**src/rtl/noc_vc_port_if.sv**
```systemverilog
// ---------------------------------------------------------------------------
// noc_vc_port_if
// Link-side bundle of the virtual-channel router port. The upstream half
// carries flits in (valid_i, vc_i, data_i) and credits back out (credit_o).
// The downstream half carries flits out (enable_o, vc_o, data_o) and credits
// back in (credit_i).
//
// Parameters:
//   DATA_W - flit width in bits
//   VC_NUM - number of virtual channels (>= 1)
//
// Modports:
//   slave  - the router port itself (consumes flits/credits, produces them)
//   master - the link/switch environment that drives the port
//
// DATA_W and VC_NUM must match the values given to noc_vc_port.
// ---------------------------------------------------------------------------
interface noc_vc_port_if #(
  parameter int DATA_W = 16,
  parameter int VC_NUM = 2
);
  localparam int VC_W = (VC_NUM > 1) ? $clog2(VC_NUM) : 1;

  logic              valid_i;
  logic [VC_W-1:0]   vc_i;
  logic [DATA_W-1:0] data_i;
  logic [VC_NUM-1:0] credit_i;

  logic              enable_o;
  logic [VC_W-1:0]   vc_o;
  logic [DATA_W-1:0] data_o;
  logic [VC_NUM-1:0] credit_o;

  modport slave (
    input  valid_i, vc_i, data_i, credit_i,
    output enable_o, vc_o, data_o, credit_o
  );

  modport master (
    output valid_i, vc_i, data_i, credit_i,
    input  enable_o, vc_o, data_o, credit_o
  );
endinterface

```
**src/rtl/noc_vc_port.sv**
```systemverilog
// ---------------------------------------------------------------------------
// noc_vc_port
// Virtual-channel router port. Flits arriving from the upstream link are
// buffered in one FIFO per VC. Each cycle a round-robin arbiter picks one VC
// that has a buffered flit and at least one downstream credit, pops its head
// flit and presents it on the registered downstream outputs together with a
// one-cycle credit pulse back upstream for the freed slot.
//
// Parameters:
//   DATA_W - flit width
//   VC_NUM - number of virtual channels (>= 1)
//   DEPTH  - per-VC FIFO depth and initial downstream credit count per VC
//
// Ports:
//   clk        - clock, all logic on the rising edge
//   rst        - synchronous active-high reset
//   bus        - link bundle (noc_vc_port_if.slave):
//                  valid_i/vc_i/data_i   incoming flit
//                  credit_i              per-VC credit return from downstream
//                  enable_o/vc_o/data_o  outgoing flit (registered)
//                  credit_o              per-VC freed-slot pulse to upstream
//   ovf_err_o  - sticky: a flit arrived on a full VC FIFO and was dropped
//   cred_err_o - sticky: a credit arrived on a VC already holding DEPTH
// ---------------------------------------------------------------------------
module noc_vc_port #(
  parameter int DATA_W = 16,
  parameter int VC_NUM = 2,
  parameter int DEPTH  = 4
) (
  input  logic             clk,
  input  logic             rst,
  noc_vc_port_if.slave     bus,
  output logic             ovf_err_o,
  output logic             cred_err_o
);

  localparam int VC_W  = (VC_NUM > 1) ? $clog2(VC_NUM) : 1;
  localparam int PTR_W = (DEPTH > 1) ? $clog2(DEPTH) : 1;
  localparam int CNT_W = $clog2(DEPTH + 1);

  localparam logic [CNT_W-1:0] CNT_ONE  = CNT_W'(1);
  localparam logic [CNT_W-1:0] CNT_FULL = CNT_W'(DEPTH);
  localparam logic [PTR_W-1:0] PTR_ONE  = PTR_W'(1);
  localparam logic [PTR_W-1:0] PTR_LAST = PTR_W'(DEPTH - 1);

  logic [DATA_W-1:0] mem    [VC_NUM][DEPTH];
  logic [PTR_W-1:0]  rd_ptr [VC_NUM];
  logic [PTR_W-1:0]  wr_ptr [VC_NUM];
  logic [CNT_W-1:0]  count  [VC_NUM];
  logic [CNT_W-1:0]  cred   [VC_NUM];
  logic [VC_W-1:0]   last_grant;

  logic [VC_NUM-1:0] eligible;
  logic [VC_NUM-1:0] sent;
  logic [VC_NUM-1:0] push;
  logic              grant_valid;
  logic [VC_W-1:0]   grant_vc;
  logic [VC_W-1:0]   cand;
  logic [DATA_W-1:0] head;
  logic              ovf_hit;
  logic              cred_hit;

  // Pointers wrap explicitly so DEPTH does not have to be a power of two.
  function automatic logic [PTR_W-1:0] ptr_inc(input logic [PTR_W-1:0] p);
    return (p == PTR_LAST) ? '0 : p + PTR_ONE;
  endfunction

  // A VC can send only if it has a buffered flit and a downstream credit.
  // Both come from registered state, so this cycle's pushes and credit
  // returns only become visible to the arbiter one cycle later.
  always_comb begin
    eligible = '0;
    for (int v = 0; v < VC_NUM; v++) begin
      eligible[v] = (count[v] != '0) && (cred[v] != '0);
    end
  end

  // Round-robin search starting one past the previous winner; the first
  // eligible VC found wins and is popped this cycle.
  always_comb begin
    grant_valid = 1'b0;
    grant_vc    = '0;
    cand        = '0;
    sent        = '0;
    for (int i = 1; i <= VC_NUM; i++) begin
      cand = VC_W'((int'(last_grant) + i) % VC_NUM);
      if (!grant_valid && eligible[cand]) begin
        grant_valid = 1'b1;
        grant_vc    = cand;
      end
    end
    if (grant_valid) begin
      sent[grant_vc] = 1'b1;
    end
  end

  assign head = mem[grant_vc][rd_ptr[grant_vc]];

  // A full FIFO still accepts a write when its head is popped in the same
  // cycle, so back-to-back traffic on a full VC loses nothing. Any other
  // write to a full FIFO is dropped and flagged. Credits returned to a VC
  // that already holds DEPTH credits are flagged unless a send on that VC
  // absorbs them.
  always_comb begin
    push     = '0;
    ovf_hit  = 1'b0;
    cred_hit = 1'b0;
    for (int v = 0; v < VC_NUM; v++) begin
      if (bus.valid_i && (bus.vc_i == VC_W'(v))) begin
        if ((count[v] != CNT_FULL) || sent[v]) begin
          push[v] = 1'b1;
        end else begin
          ovf_hit = 1'b1;
        end
      end
      if (bus.credit_i[v] && !sent[v] && (cred[v] == CNT_FULL)) begin
        cred_hit = 1'b1;
      end
    end
  end

  // Flit storage carries no reset: a slot is only read after it was written,
  // because the occupancy count gates eligibility.
  always_ff @(posedge clk) begin
    for (int v = 0; v < VC_NUM; v++) begin
      if (push[v]) begin
        mem[v][wr_ptr[v]] <= bus.data_i;
      end
    end
  end

  // Per-VC FIFO bookkeeping and downstream credit counters. Reset drops
  // every buffered flit and restores the full credit allowance.
  always_ff @(posedge clk) begin
    for (int v = 0; v < VC_NUM; v++) begin
      if (rst) begin
        rd_ptr[v] <= '0;
        wr_ptr[v] <= '0;
        count[v]  <= '0;
        cred[v]   <= CNT_FULL;
      end else begin
        if (push[v]) begin
          wr_ptr[v] <= ptr_inc(wr_ptr[v]);
        end
        if (sent[v]) begin
          rd_ptr[v] <= ptr_inc(rd_ptr[v]);
        end
        count[v] <= count[v] + CNT_W'(push[v]) - CNT_W'(sent[v]);
        if (bus.credit_i[v] && !sent[v]) begin
          if (cred[v] != CNT_FULL) begin
            cred[v] <= cred[v] + CNT_ONE;
          end
        end else if (!bus.credit_i[v] && sent[v]) begin
          cred[v] <= cred[v] - CNT_ONE;
        end
      end
    end
  end

  // Registered downstream outputs. vc_o/data_o keep the last flit when
  // nothing is sent; credit_o mirrors the popped VC for one cycle.
  // last_grant resets to the highest VC so VC0 is searched first.
  always_ff @(posedge clk) begin
    if (rst) begin
      bus.enable_o <= 1'b0;
      bus.vc_o     <= '0;
      bus.data_o   <= '0;
      bus.credit_o <= '0;
      last_grant   <= VC_W'(VC_NUM - 1);
    end else begin
      bus.enable_o <= grant_valid;
      bus.credit_o <= sent;
      if (grant_valid) begin
        bus.vc_o   <= grant_vc;
        bus.data_o <= head;
        last_grant <= grant_vc;
      end
    end
  end

  // Error flags are sticky until reset.
  always_ff @(posedge clk) begin
    if (rst) begin
      ovf_err_o  <= 1'b0;
      cred_err_o <= 1'b0;
    end else begin
      if (ovf_hit) begin
        ovf_err_o <= 1'b1;
      end
      if (cred_hit) begin
        cred_err_o <= 1'b1;
      end
    end
  end

endmodule

```
**src/flat_wrapper.sv**
```systemverilog
// flat-port wrapper written by rule: the top's interface ports become plain ports
module noc_vc_port_flat 
#(
  parameter int DATA_W = 16,
  parameter int VC_NUM = 2,
  parameter int DEPTH  = 4
)
  (clk, rst, ovf_err_o, cred_err_o, bus_valid_i, bus_vc_i, bus_data_i, bus_credit_i, bus_enable_o, bus_vc_o, bus_data_o, bus_credit_o);
  noc_vc_port_if #(.DATA_W(DATA_W), .VC_NUM(VC_NUM)) bus_i ();
  input  logic clk;
  input  logic rst;
  output logic ovf_err_o;
  output logic cred_err_o;
  input wire logic [$bits(bus_i.valid_i)-1:0] bus_valid_i;
  input wire logic [$bits(bus_i.vc_i)-1:0] bus_vc_i;
  input wire logic [$bits(bus_i.data_i)-1:0] bus_data_i;
  input wire logic [$bits(bus_i.credit_i)-1:0] bus_credit_i;
  output wire logic [$bits(bus_i.enable_o)-1:0] bus_enable_o;
  output wire logic [$bits(bus_i.vc_o)-1:0] bus_vc_o;
  output wire logic [$bits(bus_i.data_o)-1:0] bus_data_o;
  output wire logic [$bits(bus_i.credit_o)-1:0] bus_credit_o;
  assign bus_i.valid_i = bus_valid_i;
  assign bus_i.vc_i = bus_vc_i;
  assign bus_i.data_i = bus_data_i;
  assign bus_i.credit_i = bus_credit_i;
  assign bus_enable_o = bus_i.enable_o;
  assign bus_vc_o = bus_i.vc_o;
  assign bus_data_o = bus_i.data_o;
  assign bus_credit_o = bus_i.credit_o;
  noc_vc_port #(.DATA_W(DATA_W), .VC_NUM(VC_NUM), .DEPTH(DEPTH)) u_core (.clk(clk), .rst(rst), .bus(bus_i), .ovf_err_o(ovf_err_o), .cred_err_o(cred_err_o));
endmodule
```
**config.mk**
```make
export PLATFORM = sky130hd
export DESIGN_NAME = noc_vc_port_flat
export DESIGN_NICKNAME = d
export VERILOG_FILES = /design/src/rtl/noc_vc_port_if.sv /design/src/rtl/noc_vc_port.sv /design/src/flat_wrapper.sv
export SDC_FILE = /design/constraint.sdc
export NUM_CORES = 1
export LEC_CHECK = 0
export ABC_CLOCK_PERIOD_IN_PS = 5000
export CORE_MARGIN = 1.5
export CORE_UTILIZATION = 35
export CTS_CLUSTER_SIZE = 30
export DETAILED_ROUTE_END_ITERATION = 10
export PLACE_DENSITY = 0.62
export SYNTH_ARGS = -nofsm -noshare
export SYNTH_HDL_FRONTEND = slang
export SYNTH_SLANG_ARGS = --single-unit
```
**constraint.sdc**
```tcl
create_clock -name clk -period 5 [get_ports clk]
set_input_delay 1 -clock clk [delete_from_list [all_inputs] [get_ports clk]]
set_output_delay 1 -clock clk [all_outputs]
set_load 0.03 [all_outputs]
```
==> job_summary.md <==
### Yosys + OpenROAD results

| Metric | Value |
|---|---|
| Cts repair resizes | `0` |
| CTS tree | `yes` |
| Worst Tran Pin Value | `between 1 and 1.5 ns` |
| Wire per inst | `between 15 and 20 um` |
| Log Warnings | `34` |
| Setup violators final | `0` |
| Vias per inst | `5.01` |
| Post-Syn Area | `7270 um2` |
| Synth warnings | `0` |
| Hold Buf Count CTS | `0` |
| Area growth, synth to finish | `17.6%` |
| Slowest CP cell | `edfxtp_1` |
| Power per Cell Area | `586 nW/um2` |
| Final hold violation count | `0` |
| Antenna Cells | `0` |
| DR pass1 iterations | `4` |
| Final GP Congestion | `0.746` |
| Clock Path Buffers | `2` |
| Number of max-cap violations | `0` |
| Global-route wire length before repair | `23400 um` |
| Drt total wl | `between 10000 and 15000 um` |
| Fmax | `approximately 0.31 GHz` |
| Top_reg_cell synth | `edfxtp_1` |
| Setup TNS | `0 ns` |
| Yosys cell count | `between 400 and 500` |
| Final nets | `578` |
| Crit path DAT | `between 3 and 4 ns` |
| Worst Slack Setup Final | `1.77 ns` |
| Fill cells | `1868` |
| Synthesized registers | `171` |
| Routed vias | `4099` |
| Final HPWL DP | `between 8000 and 9000 um` |
| H-tree depth | `4` |
| DR iter-0 viols | `232` |
| Lkg Pwr | `approximately 0.0030 uW` |
| Sum of buffers and inverters on the critical path | `2` |
| Largest net degree at the start of global routing | `49` |
| Number of post-CTS setup repair buffers | `0` |
| Core area | `slightly above 20000 um2` |
| RSZ-0062 raised after global routing | `false` |
| CTS clk-pin slew, worst paths | `0.06 ns` |
| CP max FO | `34` |
| Outcome | `completed` |
| Global Route Usage Sum | `0.145` |
| Final Cell Area | `about 8600 um2` |
| Share of cells above drive strength 1 | `0.151` |
| Setup Skew | `0.0109 ns` |
| Chip width | `147 um` |
| CP endpoint kind | `flop` |
| Crit Path Category | `reg2reg` |
| Io pins | `44` |
| Clock sinks | `171` |
| CP top delay family | `simple AND/OR/NAND/NOR gates` |
| Worst path max stage delay | `roughly 0.41 ns` |
| Most frequent cells in the layout | `142 x edfxtp_1, 42 x clkdlybuf4s50_1, 33 x mux2_2, 33 x or3_1, 32 x mux2i_1` |
| FP Core Util | `0.358` |
| Worst min path class | `reg2reg` |
| Min cycle time layout | `3.23 ns` |
| Grt total ovfl | `0` |
| R2r setup slk | `1.77 ns` |
| Unique cell types | `between 40 and 50` |
| Crit-path cells | `nor3_1, or2_1, nand2b_4, inv_2, ha_1, inv_1, ha_1, fa_1, xnor2_1, xnor2_1, nor2_1` |
| FF/Latch Area | `roughly 4800 um2` |
| Ys async rst share | `0` |
| CTS Root Cell | `clkbuf_16` |
| Post-Syn Instances | `498` |
| Average cell area after synthesis | `14.6 um2` |
| Post-synth EDFFs | `around 140` |
| Routed Antenna Nets | `0` |
| Max transition margin | `0.188` |
| Top logic cell by instance count in the layout | `edfxtp_1` |
-- area by class of cell --
| class | instances | share of cell area |
|---|---|---|
| multi-input combinational | 281 | 0.262 |
| timing repair buffer | 47 | 0.0533 |
| clock inverter | 10 | 0.0195 |
| clock buffer | 21 | 0.0515 |
| sequential | 171 | 0.566 |
| tap | 270 | 0.0395 |
| inverter | 18 | 0.00790 |
-- metrics by stage --
step / utilization / hold slack [ns]
after floorplan: - / 0.521
after global placement: 0.391 / 0.451
after detailed placement: 0.391 / 0.452
after CTS: 0.421 / 0.461
after global routing: 0.421 / 0.508
final: 0.421 / 0.458
-- state kept, by name, indices dropped and copies added, names as in the netlist, 2 cells and up --
name,flops
u_core.count,6
u_core.mem,128
u_core.cred,6
u_core.wr_ptr,4
u_core.rd_ptr,4
u_core.bus.data_o,16
u_core.bus.credit_o,2
-- worst register-to-register path, delay by kind of cell (launching register included) --
kind / cells / cell delay, ns
adder cells (fa/ha/maj): 3 / 0.97
buffers and inverters: 2 / 0.41
AND/OR/NAND/NOR: 4 / 1.00
flip-flops: 1 / 0.41
XOR/XNOR: 2 / 0.32
-- metal layers --
layer / vias to the layer above / GRT usage / routed length (um)
li1: 1950 / - / -
met1: 2059 / 0.186 / 6630
met2: 88 / 0.241 / 7470
met3: 2 / 0.0342 / 865
met4: 0 / 0.0490 / 39
met5: - / 0 / 0
-- report_power, final --
group          internal [uW]  leakage [uW]  switching (uW)
registers               1750       0.00155             172
clock network            836      0.000288             527
logic                    740       0.00115             991
-- synthesized netlist by cell type (5+ instances only) --
cell type | count | share of area
mux2i_1 | 32 | 0.044
dfxtp_1 | 29 | 0.080
a311oi_1 | 9 | 0.011
nor2_1 | 27 | 0.014
or3_1 | 33 | 0.028
inv_1 | 16 | 0.0083
mux2_2 | 33 | 0.051
and2_1 | 9 | 0.0077
a21oi_1 | 21 | 0.014
a311oi_2 | 7 | 0.014
nand2b_1 | 5 | 0.0043
ha_1 | 17 | 0.029
buf_2 | 9 | 0.0062
and3_1 | 5 | 0.0043
edfxtp_1 | 142 | 0.59
nand2_1 | 21 | 0.011
a21o_1 | 17 | 0.018
clkbuf_1 | 17 | 0.0088
-- final timing paths --
check	to	start	depth (start not counted)
hold reg to reg	u_core.bus.vc_o	u_core.bus.vc_o	2
setup reg to reg	u_core.count[1][2]	u_core.cred[1][0]	11
hold / removal	u_core.bus.vc_o	u_core.bus.vc_o	2
setup / recovery	u_core.count[1][2]	u_core.cred[1][0]	11
-- logic make-up after synthesis --
group | after synthesis | share of synthesized area
xor gates and xnor gates | 5 | 0.00602
buffers and inverters | 46 | 0.0274
and+or+nand+nor | 128 | 0.0993
muxes | 65 | 0.0951
AOI/OAI and AO/OA | 63 | 0.0686
DFF | 171 | 0.666
adders and majority gates | 20 | 0.0375
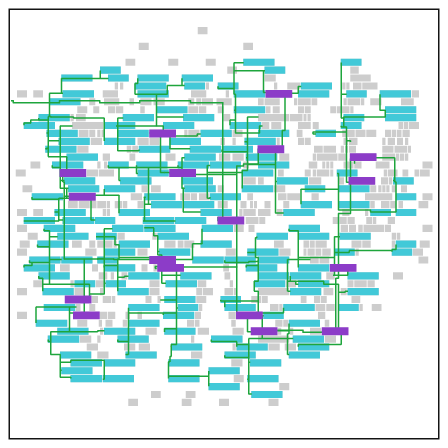
*Routed clock nets over the placement*
- cyan: flip-flops (count 171)
- green: clock wires (length 2020 um)
- purple: cells driving clock nets (count 17)
- routed clock nets: 18

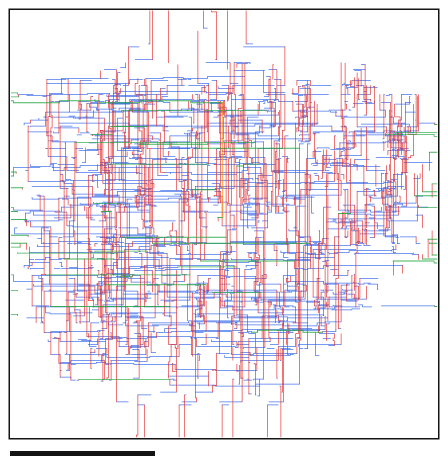
*Wiring by layer*
The bar under the picture is 50 um long.
- green: met3 (wire length 865 um)
- blue: met1 (wire length 6630 um)
- orange: met4 (wire length 39.4 um)
- red: met2 (wire length 7470 um)

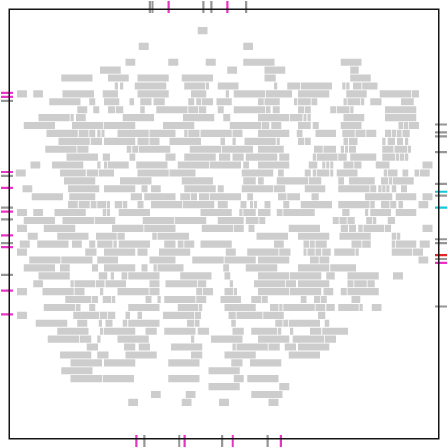
*Ports around the boundary*
Pins as bars across the die edge, other pins in grey.
- red: `bus_enable_o` (pins 1; direction output; edge right)
- magenta: `bus_data_i` (pins 16; direction input; edge 9 left, 4 bottom, 2 top, 1 right)
- cyan: `bus_credit_i` (pins 2; direction input; edge right)

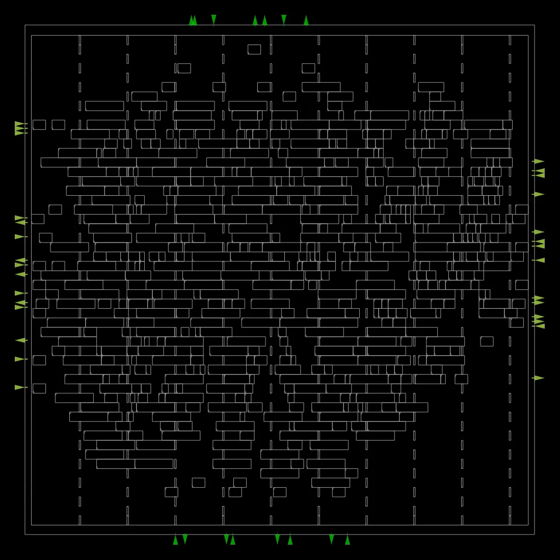
*Cell placement*
FP Rows: 52
Tap Cells: 270
Post-Layout Cell Count: 818
flop count: 171

Power figures rest on the tool's default switching activity, not on a simulated workload.
